**src/rtl/gf22_clk_div.sv**
```systemverilog
// gf22_clk_div
//   Glitch-free integer clock divider. It supports a run-time divisor change
//   through a valid/ready handshake, enable gating that takes effect only at
//   period boundaries, and a test-mode bypass. The only clock is clk_i.
//
//   The clock path has three stages:
//     1. An ICG (latch + AND) gates clk_i for the bypass path.
//     2. A registered divided clock feeds the divided path.
//     3. A mux2, whose select is registered, picks between the two paths.
//
//   Optional build macro: GF22_CLK_DIV_ODD_DUTY_EN
//     Adds a falling-edge flop, clocked through an inverter cell, so that odd
//     divisors get an exact 50% duty cycle.
//
// Ports
//   clk_i        source clock
//   rst_i        asynchronous reset, active high
//   en_i         output enable, sampled only at period boundaries
//   test_mode_i  forces clk_o = clk_i (scan/DFT)
//   div_i        requested divisor (0 and 1 both mean bypass)
//   div_valid_i  divisor change request
//   div_ready_o  high when a divisor change can be accepted
//   div_o        currently active divisor
//   clk_o        divided / gated clock output

module gf22_clk_div #(
  parameter int unsigned DIV_W       = 8,
  parameter int unsigned DEFAULT_DIV = 1
) (
  input  logic             clk_i,
  input  logic             rst_i,
  input  logic             en_i,
  input  logic             test_mode_i,
  input  logic [DIV_W-1:0] div_i,
  input  logic             div_valid_i,
  output logic             div_ready_o,
  output logic [DIV_W-1:0] div_o,
  output logic             clk_o
);

  localparam logic [DIV_W-1:0] DIV_RST = DIV_W'(DEFAULT_DIV);
  localparam logic             SEL_RST = (DEFAULT_DIV >= 2);
  localparam logic [DIV_W-1:0] ONE     = DIV_W'(1);

  logic [DIV_W-1:0] cnt_q, cnt_d;
  logic [DIV_W-1:0] div_q, div_d;
  logic [DIV_W-1:0] pend_q, pend_d;
  logic             pend_v_q, pend_v_d;
  logic             en_q, en_d;
  logic             sel_q, sel_d;
  logic             dclk_q, dclk_d;
  logic             bypass, bypass_d, wrap;

  always_comb begin
    cnt_d    = cnt_q;
    div_d    = div_q;
    pend_d   = pend_q;
    pend_v_d = pend_v_q;
    en_d     = en_q;

    bypass = (div_q[DIV_W-1:1] == '0);

    // While disabled the counter is parked at 0, so every cycle counts as a
    // period boundary. That lets enable and a pending divisor apply promptly.
    wrap = bypass || !en_q || (cnt_q == div_q - ONE);

    if (wrap) begin
      cnt_d = '0;
      en_d  = en_i;
      if (pend_v_q) begin
        div_d    = pend_q;
        pend_v_d = 1'b0;
      end
    end else begin
      cnt_d = cnt_q + ONE;
    end

    // An accept can only happen when nothing is pending, so a request taken
    // on a wrap edge is never applied on that same edge.
    if (div_valid_i && !pend_v_q) begin
      pend_d   = div_i;
      pend_v_d = 1'b1;
    end

    bypass_d = (div_d[DIV_W-1:1] == '0);
    sel_d    = !bypass_d;

    // In bypass the divided flop follows the enable, so both mux inputs are
    // high right after a mode-switching edge.
    dclk_d = en_d && (bypass_d || (cnt_d < (div_d >> 1)));
  end

  always_ff @(posedge clk_i or posedge rst_i) begin
    if (rst_i) begin
      cnt_q    <= '0;
      div_q    <= DIV_RST;
      pend_v_q <= 1'b0;
      en_q     <= 1'b0;
      sel_q    <= SEL_RST;
      dclk_q   <= 1'b0;
    end else begin
      cnt_q    <= cnt_d;
      div_q    <= div_d;
      pend_v_q <= pend_v_d;
      en_q     <= en_d;
      sel_q    <= sel_d;
      dclk_q   <= dclk_d;
    end
  end

  // The pending divisor is qualified by pend_v_q, so it needs no reset.
  always_ff @(posedge clk_i) begin
    pend_q <= pend_d;
  end

  // Clock-gating cell: the enable is latched while clk_i is low, so the gated
  // clock can never be cut or started mid-pulse. Reset clears it at once.
  logic en_lat;
  logic gclk;

  always_latch begin
    if (rst_i) begin
      en_lat = 1'b0;
    end else if (!clk_i) begin
      en_lat = en_q | test_mode_i;
    end
  end

  assign gclk = clk_i & en_lat;

  logic dclk_out;

`ifdef GF22_CLK_DIV_ODD_DUTY_EN
  // Inverter cell plus a falling-edge flop: a copy of the divided clock
  // delayed by half a cycle. ORing it in stretches the high phase by half a
  // cycle, and this is only done for odd divisors.
  logic clk_n;
  logic dclk_n_q;

  assign clk_n = ~clk_i;

  always_ff @(posedge clk_n or posedge rst_i) begin
    if (rst_i) begin
      dclk_n_q <= 1'b0;
    end else begin
      dclk_n_q <= dclk_q;
    end
  end

  assign dclk_out = dclk_q | (div_q[0] & dclk_n_q);
`else
  assign dclk_out = dclk_q;
`endif

  // Mux cell: test mode forces the (TE-enabled) gated source clock.
  assign clk_o = (sel_q && !test_mode_i) ? dclk_out : gclk;

  assign div_ready_o = !pend_v_q;
  assign div_o       = div_q;

endmodule

```
**config.mk**
```make
export PLATFORM = sky130hd
export DESIGN_NAME = gf22_clk_div
export DESIGN_NICKNAME = d
export VERILOG_FILES = /design/src/rtl/gf22_clk_div.sv
export SDC_FILE = /design/constraint.sdc
export NUM_CORES = 1
export LEC_CHECK = 0
export CAP_MARGIN = 20
export CORE_MARGIN = 2
export CORE_UTILIZATION = 29
export CTS_BUF_LIST = sky130_fd_sc_hd__clkbuf_16
export DETAILED_ROUTE_END_ITERATION = 10
export HOLD_SLACK_MARGIN = 0.1
export PLACE_DENSITY = 0.52
export SETUP_SLACK_MARGIN = 0.05
export SLEW_MARGIN = 10
export SYNTH_ARGS = -nofsm -noshare
export SYNTH_HDL_FRONTEND = slang
export SYNTH_SLANG_ARGS = --single-unit
```
**constraint.sdc**
```tcl
create_clock -name clk_i -period 3.6 [get_ports clk_i]
set_clock_uncertainty 0.05 [all_clocks]
set_input_delay 0.9 -clock clk_i [delete_from_list [all_inputs] [get_ports clk_i]]
set_output_delay 0.9 -clock clk_i [all_outputs]
set_load 0.01 [all_outputs]
```
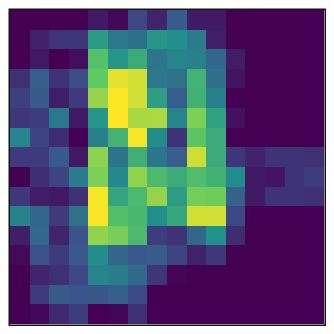
Fig. 1. Wire density map (run 1).
(4 px per um) The die is cut into 16 by 16 equal tiles; dark purple is low, yellow is high, scaled to the fullest tile. Values are wire area over tile area, all layers added.
densest ninth of the die: centre
nearly empty tiles: 33%
mean over tiles: 0.10
tiles over half the peak: 20%
fullest tile: 0.40
emptiest ninth of the die: south-east
GR Util All Layers: 14.4%
DR vias: 1,229
WL/cell: 15.5 um
Post-Route WL: 3.99 mm

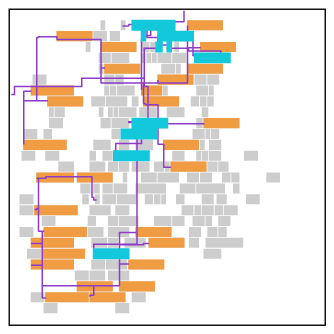
Fig. 2. Clock wires, drivers and flops (run 1).
(4 px per um)
[clock wires] purple | length: 471 um
[clock-net drivers] cyan | count: 11
[flip-flops and latches] orange | count: 29
routed clock nets: 12
clock latency on the worst-skew pair: 380 ps
P_clk: 0.000492 W

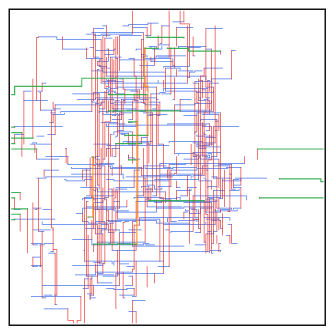
Fig. 3. Wiring by layer (run 1).
(4 px per um)
[M2] red | wire length: 1,990 um
[M1] blue | wire length: 1,730 um
[M3] green | wire length: 202 um
[M4] orange | wire length: 68.2 um

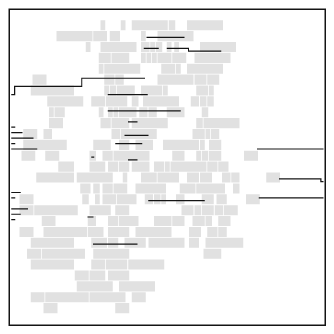
Fig. 4. M3 wires (run 1).
(4 px per um) Cells faint in the background.
wire length on this layer: 202 um
nets with wire on the layer: 22
longest straight run: 17.9 um
share of all routed wire: 5.1%
main direction: horizontal
met3 Usage GRT: 4.60%

==> impl_metrics.env, run 1 <==
# flow metrics
export IMPL_status="finished, violations left"
export IMPL_violations="setup timing"
export IMPL_simple_gate_area_share_pct=16.3
export IMPL_nonClkBufAreaFrac_pct=14.5
export IMPL_ctsHoldBuffers=1
export IMPL_setup_viol=2
export IMPL_path_cells="nand2_1 -> o21ai_1 -> buf_2"
export IMPL_synth_area_per_cell_um2=11.3
export IMPL_power_density_nw_per_um2=964
export IMPL_finalWorstSetupSlack_ps=-89.7
export IMPL_intPower_w=0.00134
export IMPL_async_flop_share_pct=69.0
export IMPL_worst_pin_slew_ps=858
export IMPL_finalNetCount=206
export IMPL_seq_area_um2=757
export IMPL_crit_path_end="clk_o"
export IMPL_nNonClkInverters=5
export IMPL_drc_errors=0
export IMPL_combGateArea_um2=880
export IMPL_clockBufferCount=8
export IMPL_io_pins=23
export IMPL_whs_path_depth=3
export IMPL_place_ws_ps=-140
export IMPL_crit_buf_inv=1
## Run 2: what changed since run 1
--- a/config.mk
+++ b/config.mk
@@ -10,6 +10,7 @@
 export CORE_UTILIZATION = 29
 export CTS_BUF_LIST = sky130_fd_sc_hd__clkbuf_16
 export DETAILED_ROUTE_END_ITERATION = 10
+export GPL_ROUTABILITY_DRIVEN = 0
 export HOLD_SLACK_MARGIN = 0.1
 export PLACE_DENSITY = 0.52
 export SETUP_SLACK_MARGIN = 0.05
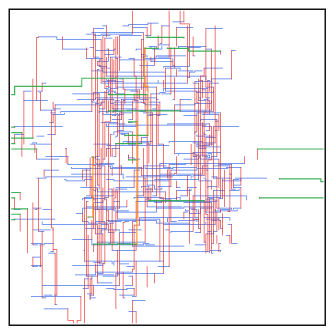
Fig. 5. Wiring by layer (run 2).
(4 px per um)

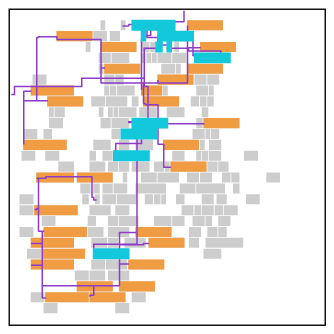
Fig. 6. Clock wires, drivers and flops (run 2).
(4 px per um)
[clock wires] purple | length: 471 um
[clock-net drivers] cyan | count: 11
[flip-flops and latches] orange | count: 29
routed clock nets: 12
clock share of power: 22.5%

==> impl_metrics.env, run 2 <==
# flow metrics
export IMPL_drc_errors=0
export IMPL_path_cells="nand2_1 -> o21ai_1 -> buf_2"
export IMPL_met3_usage_pct=4.60
export IMPL_power_density_nw_per_um2=964
export IMPL_worst_pin_slew_ps=858
export IMPL_setup_viol=2
export IMPL_finalWorstSetupSlack_ps=-89.7
export IMPL_clockBufferCount=8
export IMPL_finalNetCount=206
export IMPL_intPower_w=0.00134
export IMPL_wl_mm=3.99
export IMPL_violations="setup timing"
export IMPL_crit_buf_inv=1
export IMPL_clk_power_w=0.000492
export IMPL_nonClkBufAreaFrac_pct=14.5
export IMPL_clk_latency_ps=380
export IMPL_crit_path_end="clk_o"
export IMPL_nNonClkInverters=5
export IMPL_whs_path_depth=3
export IMPL_simple_gate_area_share_pct=16.3
export IMPL_status="finished, violations left"
export IMPL_combGateArea_um2=880
export IMPL_num_vias=1229
export IMPL_seq_area_um2=757
export IMPL_io_pins=23
Fig. 7: run 2, congestion heat map
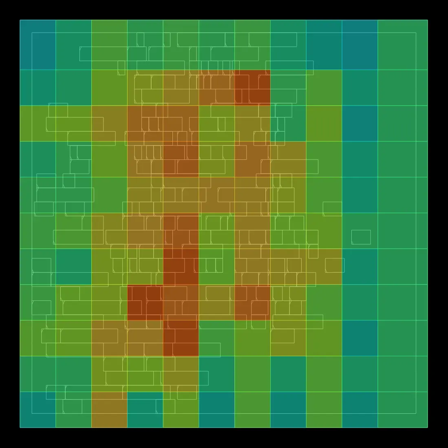

## Run 3: what changed since run 2
--- a/config.mk
+++ b/config.mk
@@ -12,7 +12,7 @@
 export DETAILED_ROUTE_END_ITERATION = 10
 export GPL_ROUTABILITY_DRIVEN = 0
 export HOLD_SLACK_MARGIN = 0.1
-export PLACE_DENSITY = 0.52
+export PLACE_DENSITY = 0.5
 export SETUP_SLACK_MARGIN = 0.05
 export SLEW_MARGIN = 10
 export SYNTH_ARGS = -nofsm -noshare
==> constraint.sdc (replaced) <==
create_clock -name clk_i -period 4.5 [get_ports clk_i]
set_clock_uncertainty 0.05 [all_clocks]
set_input_delay 1.125 -clock clk_i [delete_from_list [all_inputs] [get_ports clk_i]]
set_output_delay 1.125 -clock clk_i [all_outputs]
set_load 0.01 [all_outputs]
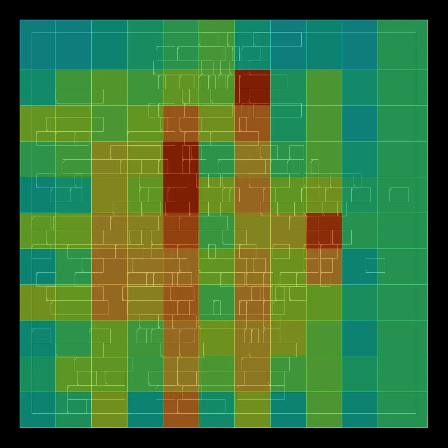
Fig. 8. Congestion heat map (run 3).
fin util: 38.8%
met3 Usage GRT: 4.02%
GR Util All Layers: 13.1%
WL/cell: 14.7 um

==> impl_metrics.env, run 3 <==
# flow metrics
export IMPL_clkPwrFrac_pct=24.9
export IMPL_clk_power_w=0.000394
export IMPL_drc_errors=0
export IMPL_clk_latency_ps=370
export IMPL_whs_path_depth=1
export IMPL_io_pins=23
export IMPL_status="finished clean"
export IMPL_clockBufferCount=8
export IMPL_crit_path_end="clk_o"
export IMPL_place_ws_ps=75.9
export IMPL_intPower_w=0.000988
export IMPL_nNonClkInverters=5
export IMPL_worst_pin_slew_ps=827
export IMPL_async_flop_share_pct=69.0
export IMPL_power_density_nw_per_um2=749
export IMPL_finalNetCount=196
export IMPL_ctsHoldBuffers=2
export IMPL_crit_buf_inv=1
export IMPL_finalWorstSetupSlack_ps=148
export IMPL_seq_area_um2=757
export IMPL_setup_viol=0
export IMPL_synth_area_per_cell_um2=11.3
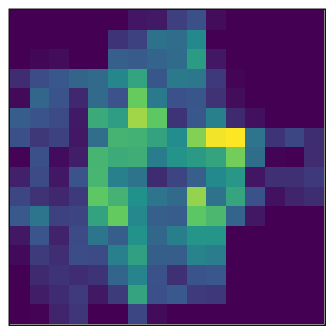
Fig. 9. Wire density map (run 3).
(4 px per um) The die is cut into 16 by 16 equal tiles; dark purple is low, yellow is high, scaled to the fullest tile. Values are wire area over tile area, all layers added.
DR vias: 1,207
Post-Route WL: 3.62 mm

No activity file was given, so power comes from the tool's default toggle rates.
